**config.mk**
```make
export PLATFORM = sky130hd
export DESIGN_NAME = show_2c_seq
export DESIGN_NICKNAME = d
export VERILOG_FILES = /design/src/rtl/show_2c_seq_pkg.sv /design/src/rtl/show_2c_seq_bcd_add3_digit.sv /design/src/rtl/show_2c_seq.sv
export SDC_FILE = /design/constraint.sdc
export NUM_CORES = 1
export LEC_CHECK = 0
export CAP_MARGIN = 40
export CORE_ASPECT_RATIO = 1.4
export CORE_MARGIN = 2
export CORE_UTILIZATION = 54
export DETAILED_ROUTE_END_ITERATION = 16
export PLACE_DENSITY = 0.88
export SYNTH_ARGS = -nofsm -noshare
export SYNTH_HDL_FRONTEND = slang
export SYNTH_HIERARCHICAL = 1
export SYNTH_SLANG_ARGS = --single-unit
```
**constraint.sdc**
```tcl
create_clock -name clk -period 1.51 [get_ports clk]
set_input_delay 0.302 -clock clk [delete_from_list [all_inputs] [get_ports clk]]
set_output_delay 0.302 -clock clk [all_outputs]
set_load 0.005 [all_outputs]
```
**src/rtl/show_2c_seq_pkg.sv**
```systemverilog
// ---------------------------------------------------------------------------
// show_2c_pkg
// Shared types and constants for the sequential two's-complement-to-BCD
// converter (show_2c_seq) and its add-3 digit cell.
//   state_t        : converter FSM states (IDLE, SHIFT, DONE)
//   BCD_W          : bits per BCD digit
//   ADD3_THRESH    : digit value at or above which double-dabble adds 3
//   min_digits()   : smallest digit count able to show every WIDTH-bit
//                    unsigned value (smallest d with 10^d > 2^width)
// ---------------------------------------------------------------------------
package show_2c_pkg;

    typedef enum logic [1:0] {
        IDLE  = 2'd0,
        SHIFT = 2'd1,
        DONE  = 2'd2
    } state_t;

    localparam int               BCD_W       = 4;
    localparam logic [BCD_W-1:0] ADD3_THRESH = 4'd5;

    // Bounded loop keeps this usable as a constant function; 12 passes
    // covers 10^12 > 2^32, the largest legal width.
    function automatic int min_digits(input int width);
        longint pow2;
        longint pow10;
        int     d;
        pow2  = longint'(1) << width;
        pow10 = 10;
        d     = 1;
        for (int i = 0; i < 12; i++) begin
            if (pow10 <= pow2) begin
                pow10 = pow10 * 10;
                d     = d + 1;
            end
        end
        return d;
    endfunction

endpackage

```
**src/rtl/show_2c_seq_bcd_add3_digit.sv**
```systemverilog
// ---------------------------------------------------------------------------
// bcd_add3_digit
// Combinational double-dabble correction for one BCD digit: adds 3 when the
// digit is 5 or more so the following left shift carries into the next digit.
//   digit    in  4  current BCD digit
//   adjusted out 4  digit after the conditional +3
// ---------------------------------------------------------------------------
module bcd_add3_digit
    import show_2c_pkg::*;
(
    input  logic [BCD_W-1:0] digit,
    output logic [BCD_W-1:0] adjusted
);

    assign adjusted = (digit >= ADD3_THRESH) ? digit + 4'd3 : digit;

endmodule

```
**src/rtl/show_2c_seq.sv**
```systemverilog
// ---------------------------------------------------------------------------
// show_2c_seq
// Sequential WIDTH-bit (signed or unsigned) to DIGITS-digit packed BCD
// converter using a one-bit-per-cycle shift-add-3 engine.
//   clk        in   1         system clock, rising edge
//   reset_n    in   1         synchronous active-low reset
//   start      in   1         conversion request, honoured only in IDLE
//   is_signed  in   1         Din is two's complement when 1
//   Din        in   WIDTH     value to convert, sampled with start
//   busy       out  1         conversion in progress
//   done       out  1         one-cycle pulse when Dout/sign update
//   Dout       out  4*DIGITS  packed BCD magnitude, digit 0 in [3:0]
//   sign       out  1         converted value was negative
//   fsm_state  out  state_t   current FSM state (observation only)
//
// Handshake: start is a level sampled on each rising edge while the FSM is
// in IDLE; it has no ready/ack. busy rises after the accepting edge and falls
// together with the single-cycle done pulse WIDTH+1 edges later. start seen
// while busy is dropped, never queued.
// ---------------------------------------------------------------------------
module show_2c_seq
    import show_2c_pkg::*;
#(
    parameter int WIDTH  = 8,
    parameter int DIGITS = 4
) (
    input  logic                    clk,
    input  logic                    reset_n,
    input  logic                    start,
    input  logic                    is_signed,
    input  logic [WIDTH-1:0]        Din,
    output logic                    busy,
    output logic                    done,
    output logic [BCD_W*DIGITS-1:0] Dout,
    output logic                    sign,
    output state_t                  fsm_state
);

    localparam int BW = BCD_W * DIGITS;
    localparam int CW = $clog2(WIDTH + 1);

    if (WIDTH < 2 || WIDTH > 32) begin : g_bad_width
        $error("show_2c_seq: WIDTH must be 2..32");
    end
    if (DIGITS < min_digits(WIDTH)) begin : g_bad_digits
        $error("show_2c_seq: DIGITS too small, need 10^DIGITS > 2^WIDTH");
    end

    state_t          state;
    state_t          state_n;
    logic [WIDTH-1:0] mag;
    logic [BW-1:0]    bcd;
    logic [BW-1:0]    bcd_adj;
    logic [CW-1:0]    count;
    logic             neg;
    logic             load_neg;
    logic [WIDTH-1:0] load_mag;

    // Negating the most-negative value yields 2^(WIDTH-1), which still fits
    // in WIDTH unsigned bits, so no special case is required.
    assign load_neg = is_signed & Din[WIDTH-1];
    assign load_mag = load_neg ? (~Din + WIDTH'(1)) : Din;

    for (genvar i = 0; i < DIGITS; i++) begin : g_digit
        bcd_add3_digit u_add3 (
            .digit    (bcd[BCD_W*i +: BCD_W]),
            .adjusted (bcd_adj[BCD_W*i +: BCD_W])
        );
    end

    always_comb begin
        state_n = state;
        case (state)
            IDLE:    if (start) state_n = SHIFT;
            // count holds the number of shifts still to do, including this one
            SHIFT:   if (count == CW'(1)) state_n = DONE;
            DONE:    state_n = IDLE;
            default: state_n = IDLE;
        endcase
    end

    always_ff @(posedge clk) begin
        if (!reset_n) begin
            state <= IDLE;
            mag   <= '0;
            bcd   <= '0;
            count <= '0;
            neg   <= 1'b0;
            busy  <= 1'b0;
            done  <= 1'b0;
            Dout  <= '0;
            sign  <= 1'b0;
        end else begin
            state <= state_n;
            busy  <= (state_n != IDLE);
            done  <= 1'b0;
            case (state)
                IDLE: begin
                    if (start) begin
                        neg   <= load_neg;
                        mag   <= load_mag;
                        bcd   <= '0;
                        count <= CW'(WIDTH);
                    end
                end
                SHIFT: begin
                    {bcd, mag} <= {bcd_adj, mag} << 1;
                    count      <= count - CW'(1);
                end
                DONE: begin
                    Dout <= bcd;
                    sign <= neg;
                    done <= 1'b1;
                end
                default: ;
            endcase
        end
    end

    assign fsm_state = state;

endmodule
```
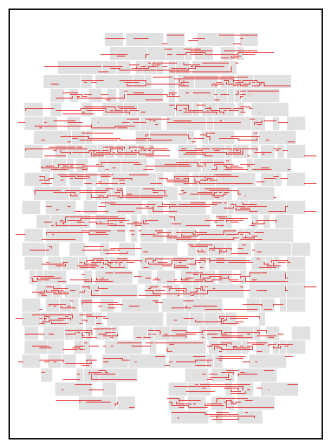
*The metal 1 layer, run 1*
Cells faint in the background.
main direction: horizontal
wire length on this layer: 2050 um
longest straight run: 14.3 um
share of all routed wire: 39%

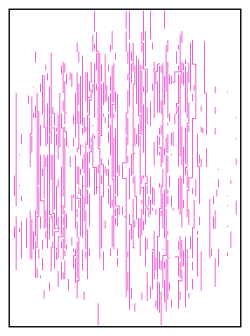
*Met2 routing, run 1*
nets with wire on the layer: 292
longest straight run: 32.0 um
main direction: vertical
share of all routed wire: 55%
wire length on this layer: 2900 um

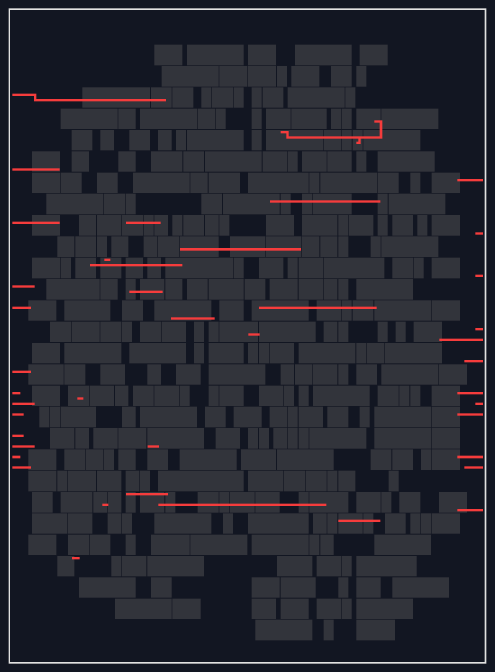
*M3 wires, run 1*
Cells faint in the background.
share of all routed wire: 3.7%
main direction: horizontal
longest straight run: 21.2 um
GR Layer Usage met3: 4.361%
detailed-route wire length: 5279 um
total number of vias: 2091

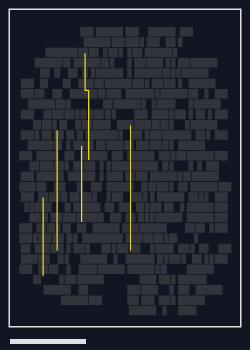
*Metal 4, run 1*
The bar under the picture is 20 um long. Cells faint in the background.
main direction: vertical
longest straight run: 32.6 um
share of all routed wire: 2.5%
wire length on this layer: 133 um
nets with wire on the layer: 5

==> Flow_metrics.wiki, run 1 <==
=== Synthesis and place and route ===
{| class="wikitable"
! Metric !! Value
|-
| Routed length per instance || between 10 and 15 um
|-
| Initial DRT Pass Iterations || 4
|-
| Final-report max-slew violation count || 0
|-
| Maximum fanout along the worst path || 2
|-
| Synth Instances || around 280
|-
| Clk root buf || clkbuf_8
|-
| Vias in the first global route || around 2000
|-
| Critical path type || register to output port
|-
| Post-layout util || between 70 and 80%
|-
| Antenna violations before repair || 0
|-
| Netlist Area Pre-Place || 2424 um2
|-
| Net count of the finished layout || between 300 and 400
|-
| Total area of multi-input combinational cells || between 1000 and 1500 um2
|-
| Drt initial violations || roughly 60
|-
| Residual antenna-violating net count after detailed routing || 0
|-
| Wire length of the first global-routing pass || ~9000 um
|-
| Part of the power in the clock network || about 35%
|-
| Row Count || 28
|-
| Fraction of final layout cells with drive strength greater than 1 || 15.20%
|-
| RSZ-0062 raised after global routing || no
|-
| RePlAce Congestion || a little over 0.9
|-
| Signed area change from the synthesized netlist to the final layout || 28.50%
|-
| Seq pwr share || between 50% and 60%
|-
| # Max-Cap Violations || 0
|-
| Power per Cell Area || 842.8 nW/um2
|-
| Sequential Area || 1013 um2
|-
| Net load switching power || around 610 uW
|-
| Total count of hold-check failures in the final report || 0
|-
| WP data arrival || roughly 1.2 ns
|-
| Vertical extent of the die || 83.27 um
|-
| Final period util || a little over nine tenths
|-
| Die width || around 60 um
|-
| Top cell family by delay on the critical path || buffers and inverters
|-
| Total number of clock tree sinks || ~50
|-
| TritonCTS clock tree || done
|-
| Critical Path Start Type || register
|-
| Post-detailed-route DRC marker count || 0
|-
| Total overflow reported by the global router || 0
|-
| Outcome || completed
|-
| Peak VDD IR || 575.4 uV
|-
| Insertion delay to the later sink of the worst-skew pair || about 0.30 ns
|-
| Power after layout || roughly 2.6 mW
|-
| Final non-filler cell area || 3114 um2
|-
| Transition at the pin with the smallest max-transition slack || 0.3382 ns
|-
| Master of the slowest instance on the critical path || clkdlybuf4s50_1
|-
| Critical path buffer and inverter count || 1
|-
| Min cycle time layout || 1.461 ns
|-
| Final setup fails || 0
|-
| Combinational fraction of design power || 12.2%
|-
| Count of inserted antenna diode cells || 0
|-
| Buffers added on ports || 32
|-
| Endpoint type of the worst setup path || output port
|-
| Chain of cells forming the critical path || clkdlybuf4s50_1
|-
| Pin count of the biggest net entering global routing || 19
|-
| Headroom to the max-slew limit || 77.10%
|-
| Die footprint || roughly 5000 um2
|-
| CP max stage delay || about 0.5 ns
|-
| Clock Pin Slew Worst Setup and Hold Paths || approximately 0.090 ns
|-
| Mean cell area of the mapped netlist || roughly 8.8 um2
|-
| Syn nets || between 200 and 300
|-
| Bufs on Longest Clock Path || 2
|-
| Clock H-tree levels || 2
|-
| Post-placement cell area || 2964 um2
|}
## run 1: placed cells by master (no fill, tap or decap), types with 2 or more instances in the layout
cell type / n
nor2_1: 11
dfxtp_1: 44
o21ai_0: 8
a22o_1: 22
o21ai_1: 4
a21boi_0: 10
a21boi_1: 9
dfxtp_4: 2
buf_12: 3
a21oi_2: 4
nor2b_1: 4
xnor2_1: 6
dfxtp_2: 4
buf_4: 23
nand2_1: 60
o31ai_1: 2
dlymetal6s2s_1: 2
xor2_1: 3
and2_1: 4
clkdlybuf4s50_1: 30
clkbuf_8: 5
ha_1: 11
a21oi_1: 6
inv_1: 15
nand2b_1: 9
mux2i_1: 5
## run 1: power groups by stage
| stage | registers [mW] | clock network [mW] | logic [mW] |
|---|---|---|---|
| CTS | 1.38 | 0.939 | 0.319 |
| floorplan | 1.40 | 0 | 0.173 |
| detailed placement | 1.41 | 0 | 0.305 |
| finish | 1.38 | 0.928 | 0.319 |
| global placement | 1.41 | 0 | 0.295 |
| global route | 1.38 | 0.990 | 0.352 |
## run 1: stage by stage
stage / hold WS (ns) / cells / setup WS [ns]
2_1_floorplan: 0.4154 / 275 / 0.2122
3_3_place_gp: 0.4408 / 379 / -0.2491
3_5_place_dp: 0.4440 / 379 / -0.2977
4_1_cts: 0.4551 / 389 / 0.03178
5_1_grt: 0.4810 / 389 / 0.007640
6_report: 0.4556 / 389 / 0.04950
## run 1: routing by layer
layer	track usage [%]	vias up	routed length (um)	part of all wire, %
met4	9.486	0	132	2.5
met2	41.35	53	2895	55
met3	4.361	11	196	3.7
li1	-	1038	-	-
met5	0	-	0	0
met1	24.80	989	2054	39
## run 1: sequential cells by signal (all words and copies together) (netlist names)
signal / flops
sign: 1
busy: 1
neg: 1
mag: 8
done: 1
bcd: 16
Dout: 16
count: 4
fsm_state: 2
## run 1: path summary, 6_finish.rpt
| kind | from | endpoint | slack (ns) | cells after the start |
|---|---|---|---|---|
| worst max register to register | bcd[0] | bcd[2] | 0.08 | 6 |
| worst min-delay path | Dout[5] | Dout[5] | 0.46 | 2 |
| worst min register to register | Dout[5] | Dout[5] | 0.46 | 2 |
| worst max-delay path | Dout[15] | Dout[15] | 0.05 | 1 |
## run 1: area by class of cell
| class | count | area share (%) |
|---|---|---|
| multi-input cells | 198 | 41.78 |
| inverters | 15 | 1.808 |
| clock buffers | 6 | 2.330 |
| clock inverters | 2 | 1.205 |
| flip-flops and latches | 50 | 32.54 |
| well taps | 60 | 2.411 |
| repair buffers | 58 | 17.92 |
## run 1: timing repair
| item | in CTS | in global routing |
|---|---|---|
| cloned | 0 | 0 |
| gates resized | 4 | 7 |
| hold buffers | 0 | 0 |
| buffers inserted | 2 | 0 |
| endpoints found under the setup margin | 2 | 7 |
| pin swaps | 0 | 2 |
==> run 2, diff against run 1 <==
--- a/config.mk
+++ b/config.mk
@@ -9,6 +9,7 @@
 export CORE_ASPECT_RATIO = 1.4
 export CORE_MARGIN = 2
 export CORE_UTILIZATION = 54
+export CTS_CLUSTER_SIZE = 40
 export DETAILED_ROUTE_END_ITERATION = 16
 export PLACE_DENSITY = 0.88
 export SYNTH_ARGS = -nofsm -noshare
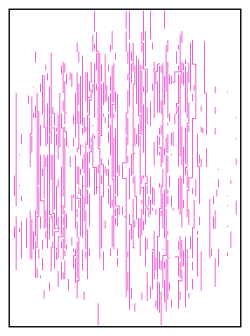
*Met2 routing, run 2*
wire length on this layer: 2900 um
nets with wire on the layer: 292
longest straight run: 32.0 um
share of all routed wire: 55%
main direction: vertical

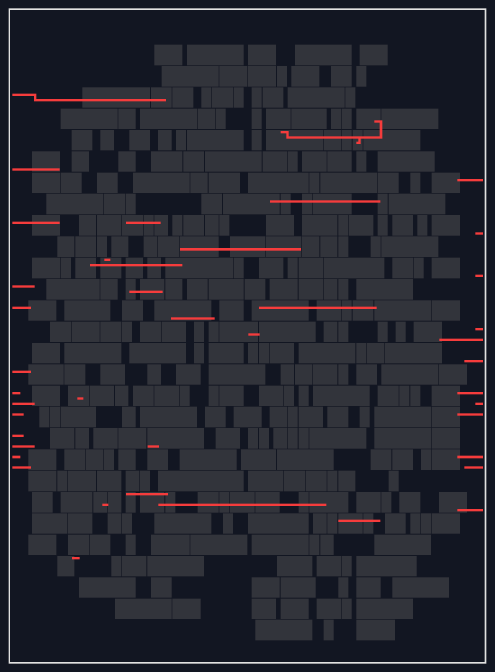
*M3 wires, run 2*
Cells faint in the background.
share of all routed wire: 3.7%
longest straight run: 21.2 um
nets with wire on the layer: 35
wire length on this layer: 196 um
main direction: horizontal

==> run 2 against run 1 <==
Via count unchanged. Design area unchanged. Synthesized cell count unchanged. Combinational power is essentially flat. Critical endpoint unchanged.
==> Flow_metrics.wiki, run 2 <==
=== Synthesis and place and route ===
{| class="wikitable"
! Metric !! Value
|-
| Outcome || completed
|-
| Internal power summed over all cells || between 2 and 2.5 mW
|-
| Startpoint of the most critical setup path || Dout[15]
|-
| Tightest hold margin || 0.4556 ns (unchanged)
|-
| Met3 Routed Length || 196 um (unchanged)
|-
| Final non-filler cell area || 3114 um2 (unchanged)
|-
| Net count of the finished layout || 351 (unchanged)
|-
| Transition at the pin with the smallest max-transition slack || 0.3382 ns (unchanged)
|-
| Last element of the critical path || Dout[15]
|-
| Dpl hpwl || about 3700 um
|-
| Most common library cell in the layout ignoring fill and taps || nand2_1
|-
| Power after layout || 2.625 mW (unchanged)
|-
| Die width || 60.62 um (unchanged)
|-
| Highest routed layer || met4
|-
| Vias in the first global route || 1990 (unchanged)
|-
| Buffers added on ports || 32 (unchanged)
|-
| Endpoint type of the worst setup path || output port
|-
| Top logic cells by instance count in the layout || nand2_1, dfxtp_1, clkdlybuf4s50_1
|-
| Final period util || 96.72% (unchanged)
|-
| Depth of the worst register-to-register path || 6 (unchanged)
|-
| Signed area change from the synthesized netlist to the final layout || 28.50% (unchanged)
|-
| Init Core Util || approximately 57%
|-
| Post-Route Skew || roughly 0.008 ns
|-
| Regs by FF count || Dout x16, bcd x16, mag x8
|-
| Leakage component of the power || about 1.2 nW
|-
| Total count of hold-check failures in the final report || 0 (unchanged)
|-
| Total overflow reported by the global router || 0 (unchanged)
|-
| Hold WC Path Type || register to register
|-
| Critical R2R Capture || bcd[2]
|-
| Number of cells after detailed placement || 379 (unchanged)
|-
| Detailed-route wire length || 5279 um (unchanged)
|-
| Number of cells on the critical path || 1 (unchanged)
|-
| Sequential Area || 1013 um2 (unchanged)
|-
| TritonCTS clock tree || done
|-
| Required time of the worst setup path || between 1 and 1.5 ns
|-
| CTS buffer count || 5
|-
| Syn nets || 298 (unchanged)
|-
| Critical Path Start Type || register
|-
| Highest achievable clock rate || ~0.68 GHz
|-
| Seq pwr share || 52.5% (about the same)
|-
| Netlist Area Pre-Place || 2424 um2 (unchanged)
|-
| Maximum fanout along the worst path || 2 (unchanged)
|-
| I/O pin count || 33
|-
| Antenna violations before repair || 0 (unchanged)
|-
| Peak VDD IR || 575.4 uV (unchanged)
|-
| Core area || approximately 4300 um2
|-
| Stage-log warning count || 31
|-
| Post-detailed-route DRC marker count || 0 (unchanged)
|-
| Met1 routed wirelength after detailed routing || 2054 um (unchanged)
|-
| Post-placement cell area || 2964 um2 (unchanged)
|-
| Clock Pin Slew Worst Setup and Hold Paths || 0.09 ns (about the same)
|-
| Number of warnings printed during yosys synthesis || 6
|-
| Residual antenna-violating net count after detailed routing || 0 (unchanged)
|-
| Headroom to the max-slew limit || 77.10% (unchanged)
|-
| Place WS || -0.2977 ns (unchanged)
|-
| Total area of multi-input combinational cells || 1301 um2 (unchanged)
|-
| Register-to-register setup slack || 0.08 ns (about the same)
|-
| Bufs on Longest Clock Path || 2 (unchanged)
|-
| Drt initial violations || 61 (unchanged)
|-
| Count of inserted antenna diode cells || 0 (unchanged)
|-
| Die footprint || 5048 um2 (unchanged)
|-
| Sum of met2 wire segment lengths after detailed routing || 2895 um (unchanged)
|-
| Clk root buf || clkbuf_8
|-
| RSZ-0062 raised after global routing || no
|-
| Switching share of power || roughly a quarter
|-
| Final-report max-slew violation count || 0 (unchanged)
|-
| Synth Instances || 275 (unchanged)
|-
| Launch point of the worst reg-to-reg path || bcd[0]
|-
| Final std cells w/o fill || 389 (unchanged)
|-
| Minimum setup slack in the final design || 0.04950 ns (unchanged)
|-
| Mean cell area of the mapped netlist || 8.813 um2 (unchanged)
|-
| Hold buffer count at CTS || 0 (unchanged)
|-
| Total routing resource utilization after global routing || between 20% and 30%
|-
| Critical path buffer and inverter count || 1 (unchanged)
|-
| Combinational fraction of design power || 12.2% (about the same)
|-
| CP max stage delay || 0.51 ns (about the same)
|-
| Initial DRT Pass Iterations || 4 (unchanged)
|-
| Fraction of final layout cells with drive strength greater than 1 || 15.20% (unchanged)
|-
| Critical path type || register to output port
|-
| Total number of clock tree sinks || 50 (unchanged)
|-
| Aggregate negative setup slack || 0 ns
|-
| Total number of vias || 2091 (unchanged)
|-
| Clock H-tree levels || 2 (unchanged)
|-
| Master of the slowest instance on the critical path || clkdlybuf4s50_1
|-
| Row Count || 28 (unchanged)
|-
| Power per Cell Area || 842.8 nW/um2 (unchanged)
|-
| Chain of cells forming the critical path || clkdlybuf4s50_1
|-
| Routed length per instance || 13.57 um (unchanged)
|-
| Wire length of the first global-routing pass || 8963 um (unchanged)
|-
| Pin count of the biggest net entering global routing || 19 (unchanged)
|-
| RePlAce Congestion || 0.9339 (unchanged)
|-
| Min cycle time layout || 1.461 ns (unchanged)
|-
| Final setup fails || 0 (unchanged)
|-
| Top cell family by delay on the critical path || buffers and inverters
|-
| Part of the power in the clock network || 35.4% (about the same)
|-
| Post-layout util || 72.86% (unchanged)
|-
| Vertical extent of the die || 83.27 um (unchanged)
|-
| Insertion delay to the later sink of the worst-skew pair || 0.30 ns (about the same)
|-
| Net load switching power || 614.4 uW (unchanged)
|-
| WP data arrival || 1.16 ns (about the same)
|-
| # Max-Cap Violations || 0 (unchanged)
|-
| Vias per inst || around 5.4
|}
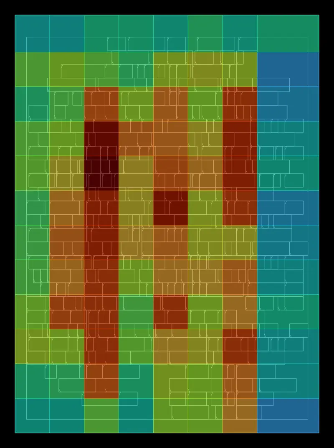
*Routing congestion map, run 2*
met1 routing resource usage after global routing: 24.80%
busiest layer in global routing: met2

-- run 2: area by class of cell --
class	count	share of cell area, %
multi-input cells	198	41.78
clock buffers	6	2.330
inverters	15	1.808
flip-flops and latches	50	32.54
clock inverters	2	1.205
well taps	60	2.411
repair buffers	58	17.92
-- run 2: power groups by stage --
stage / sequential, mW / clock, mW / combinational [mW]
after CTS: 1.38 / 0.939 / 0.319
after floorplan: 1.40 / 0 / 0.173
after detailed placement: 1.41 / 0 / 0.305
after global routing: 1.38 / 0.990 / 0.352
final: 1.38 / 0.928 / 0.319
after global placement: 1.41 / 0 / 0.295
-- run 2: per-layer routing --
| metal | track usage [%] | vias to the layer above |
|---|---|---|
| li1 | - | 1038 |
| met4 | 9.486 | 0 |
| met1 | 24.80 | 989 |
| met5 | 0 | - |
| met2 | 41.35 | 53 |
| met3 | 4.361 | 11 |
-- run 2: worst min path at each step --
stage          depth (start not counted)  endpoint  startpoint
4_1_cts                                2    mag[3]      mag[3]
3_5_place_dp                           2    mag[3]      mag[3]
6_report                               2   Dout[5]     Dout[5]
5_1_grt                                2    mag[3]      mag[3]
2_1_floorplan                          2    mag[3]      mag[3]
3_3_place_gp                           2    mag[3]      mag[3]
-- run 2: what timing repair did --
action / CTS / global route
setup endpoints to repair: 2 / 7
buffers inserted: 2 / 0
gates resized: 4 / 7
pin swaps: 0 / 2
### Metal 4, run 2

The bar under the picture is 20 um long. Cells faint in the background.
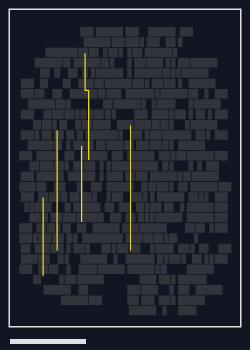

==> run 3, diff against run 2 <==
--- a/config.mk
+++ b/config.mk
@@ -11,6 +11,7 @@
 export CORE_UTILIZATION = 54
 export CTS_CLUSTER_SIZE = 40
 export DETAILED_ROUTE_END_ITERATION = 16
+export MAX_ROUTING_LAYER = met4
 export PLACE_DENSITY = 0.88
 export SYNTH_ARGS = -nofsm -noshare
 export SYNTH_HDL_FRONTEND = slang
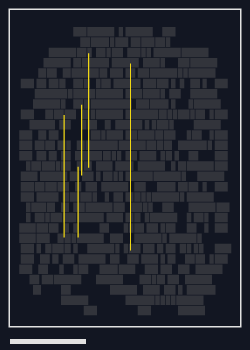
*Metal 4, run 3*
The bar under the picture is 20 um long. Cells faint in the background.
nets with wire on the layer: 5
main direction: vertical

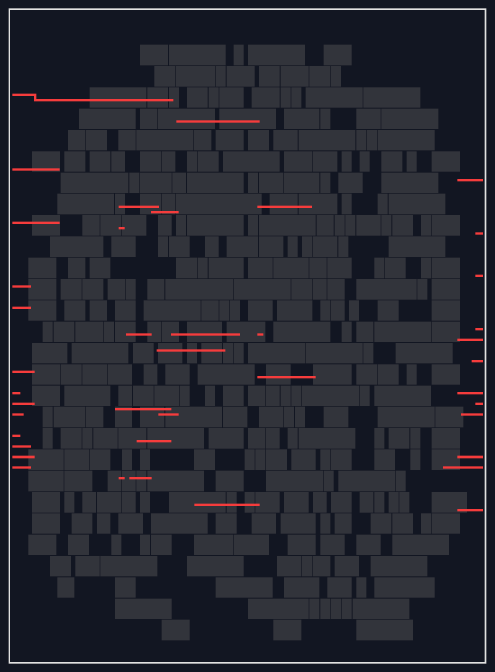
*M3 wires, run 3*
Cells faint in the background.
wire length on this layer: 154 um
share of all routed wire: 3.0%
longest straight run: 17.5 um

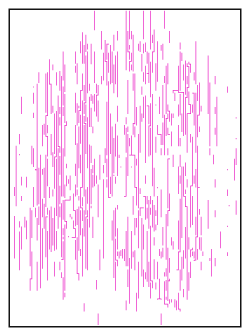
*Met2 routing, run 3*
longest straight run: 35.0 um
nets with wire on the layer: 300
share of all routed wire: 54%
main direction: vertical
total number of vias: 2103
met2 Usage GRT: 39.39%
detailed-route wire length: 5153 um

==> run 3 against run 2 <==
Setup slack worse by 0.011 ns. Final cell count up 0.26%. Highest routed layer unchanged. Register-to-register slack gained 0.02 ns. Largest power group unchanged. Critical path depth stayed put. Sequential share of layout area is 0.092 points lower.
==> Flow_metrics.wiki, run 3 <==
=== Synthesis and place and route ===
{| class="wikitable"
! Metric !! Value
|-
| Die width || 60.62 um (unchanged)
|-
| Chain of cells forming the critical path || clkdlybuf4s50_1
|-
| Post-detailed-route DRC marker count || 0 (unchanged)
|-
| Die footprint || 5048 um2 (unchanged)
|-
| Launch point of the worst reg-to-reg path || fsm_state[1]
|-
| Critical path type || register to output port
|-
| I/O pin count || 33 (unchanged)
|-
| Final-report max-slew violation count || 0 (unchanged)
|-
| Residual antenna-violating net count after detailed routing || 0 (unchanged)
|-
| Dpl hpwl || 3754 um (+0.58%)
|-
| Insertion delay to the later sink of the worst-skew pair || 0.31 ns (about the same)
|-
| Outcome || completed
|-
| Leakage component of the power || 1.262 nW (+1.7%)
|-
| Buffers added on ports || 32 (unchanged)
|-
| Hold WC Path Type || register to register
|-
| Critical R2R Capture || mag[2]
|-
| Maximum fanout along the worst path || 2 (unchanged)
|-
| Most common library cell in the layout ignoring fill and taps || nand2_1
|-
| Vias per inst || 5.392 (+0.32%)
|-
| Transition at the pin with the smallest max-transition slack || 0.3230 ns (-0.01511 ns)
|-
| Total overflow reported by the global router || 0 (unchanged)
|-
| Routed length per instance || 13.21 um (-2.6%)
|-
| Number of warnings printed during yosys synthesis || 6 (unchanged)
|-
| Net count of the finished layout || 352 (+0.28%)
|-
| Vias in the first global route || 2026 (+1.8%)
|-
| # Max-Cap Violations || 0 (unchanged)
|-
| Minimum setup slack in the final design || 0.03817 ns (-0.01132 ns)
|-
| Wire length of the first global-routing pass || 8921 um (-0.47%)
|-
| Bufs on Longest Clock Path || 2 (unchanged)
|-
| Aggregate negative setup slack || 0 ns (unchanged)
|-
| Top cell family by delay on the critical path || buffers and inverters
|-
| CTS buffer count || 5 (unchanged)
|-
| Init Core Util || 56.70% (unchanged)
|-
| Core area || 4274 um2 (unchanged)
|-
| Power after layout || 2.646 mW (+0.80%)
|-
| Antenna violations before repair || 0 (unchanged)
|-
| Total routing resource utilization after global routing || 23.20% (+0.24 points)
|-
| Highest achievable clock rate || 0.6794 GHz (-0.77%)
|-
| Clock Pin Slew Worst Setup and Hold Paths || 0.09 ns (about the same)
|-
| Drt initial violations || 72 (+18%)
|-
| Depth of the worst hold-timing path || 2 (unchanged)
|-
| Register-to-register setup slack || 0.10 ns (+0.02 ns)
|-
| Peak VDD IR || 634.0 uV (+10%)
|-
| TritonCTS clock tree || done
|-
| CP max stage delay || 0.49 ns (-0.02 ns)
|-
| Netlist Area Pre-Place || 2424 um2 (unchanged)
|-
| Row Count || 28 (unchanged)
|-
| Depth of the worst register-to-register path || 5 (-1)
|-
| Power per Cell Area || 848.2 nW/um2 (+0.63%)
|-
| Clock H-tree levels || 2 (unchanged)
|-
| Mean cell area of the mapped netlist || 8.813 um2 (unchanged)
|-
| Final setup fails || 0 (unchanged)
|-
| Hold buffer count at CTS || 0 (unchanged)
|-
| Required time of the worst setup path || 1.21 ns (about the same)
|-
| Total number of clock tree sinks || 50 (unchanged)
|-
| Pin count of the biggest net entering global routing || 19 (unchanged)
|-
| Clk root buf || clkbuf_8
|-
| Fraction of final layout cells with drive strength greater than 1 || 15.45% (+0.26 points)
|-
| Critical Path Start Type || register
|-
| Top logic cells by instance count in the layout || nand2_1, dfxtp_1, clkdlybuf4s50_1
|-
| Signed area change from the synthesized netlist to the final layout || 28.70%
|-
| Final period util || 97.47% (+0.75 points)
|-
| RePlAce Congestion || 0.9533 (+2.1%)
|-
| Vertical extent of the die || 83.27 um (unchanged)
|-
| Worst Hold Path EP || mag[3]
|-
| Syn nets || 298 (unchanged)
|-
| Total count of hold-check failures in the final report || 0 (unchanged)
|-
| Post-Route Skew || 0.005971 ns (-0.001997 ns)
|-
| Critical path buffer and inverter count || 1 (unchanged)
|-
| Count of inserted antenna diode cells || 0 (unchanged)
|-
| Place WS || -0.3200 ns (-0.02229 ns)
|-
| Final-layout fill cell count || ~330
|-
| Master of the slowest instance on the critical path || clkdlybuf4s50_1
|-
| Stage-log warning count || 31 (unchanged)
|-
| Min cycle time layout || 1.472 ns (+0.01132 ns)
|-
| Initial DRT Pass Iterations || 4 (unchanged)
|-
| Headroom to the max-slew limit || 78.12% (+1.0 points)
|-
| Endpoint type of the worst setup path || output port
|-
| RSZ-0062 raised after global routing || no
|-
| Regs by FF count || Dout x16, bcd x16, mag x8
|-
| Critical hold path startpoint || mag[3]
|-
| Synth Instances || 275 (unchanged)
|-
| WP data arrival || 1.17 ns (about the same)
|}
## run 3: worst max path at each step
stage | start | end | slack, ns | cells after the start
finish | fsm_state[1] | fsm_state[1] | 0.04 | 1
global route | bcd[0] | bcd[2] | 0.001 | 6
CTS | bcd[9] | bcd[10] | 0.02 | 6
detailed placement | Din[0] | mag[2] | -0.32 | 7
global placement | Din[0] | mag[2] | -0.25 | 7
floorplan | bcd[9] | bcd[10] | 0.21 | 6
## run 3: what timing repair did
item / in CTS / in global routing
resized: 4 / 7
buffers inserted: 2 / 0
pin swaps: 0 / 4
setup endpoints to repair: 2 / 7
## run 3: cell type report
class / count / area [um2] / share of cell area, %
inverter: 15 / 56.30 / 1.805
multi-input combinational: 198 / 1294 / 41.48
timing repair buffer: 59 / 568.0 / 18.21
tap: 60 / 75.07 / 2.407
clock buffer: 5 / 68.82 / 2.206
sequential: 50 / 1012 / 32.45
clock inverter: 3 / 45.04 / 1.444
## run 3: through the flow
stage / std cells / util, % / cell area [um2] / hold WS (ns)
after global placement: 380 / 69.53 / 2972 / 0.4409
final: 390 / 72.98 / 3119 / 0.4515
after global routing: 390 / 72.98 / 3119 / 0.4735
after floorplan: 275 / - / 2424 / 0.4154
after detailed placement: 380 / 69.53 / 2972 / 0.4413
after CTS: 390 / 72.72 / 3108 / 0.4544
## run 3: routing by layer
layer / track usage [%] / up-vias / routed length [um]
met2: 39.39 / 45 / 2761
met5: - / - / 0
met1: 25.70 / 1000 / 2090
met4: 9.881 / 0 / 147
li1: - / 1045 / -
met3: 3.894 / 13 / 153
## run 3: power by group
part | total [mW] | switching (mW) | leakage, nW | internal [mW]
logic | 0.319 | 0.153 | 0.803 | 0.166
clock network | 0.949 | 0.456 | 0.0504 | 0.493
registers | 1.38 | 0.0267 | 0.408 | 1.35
Power is estimated from default activity; no workload was simulated.
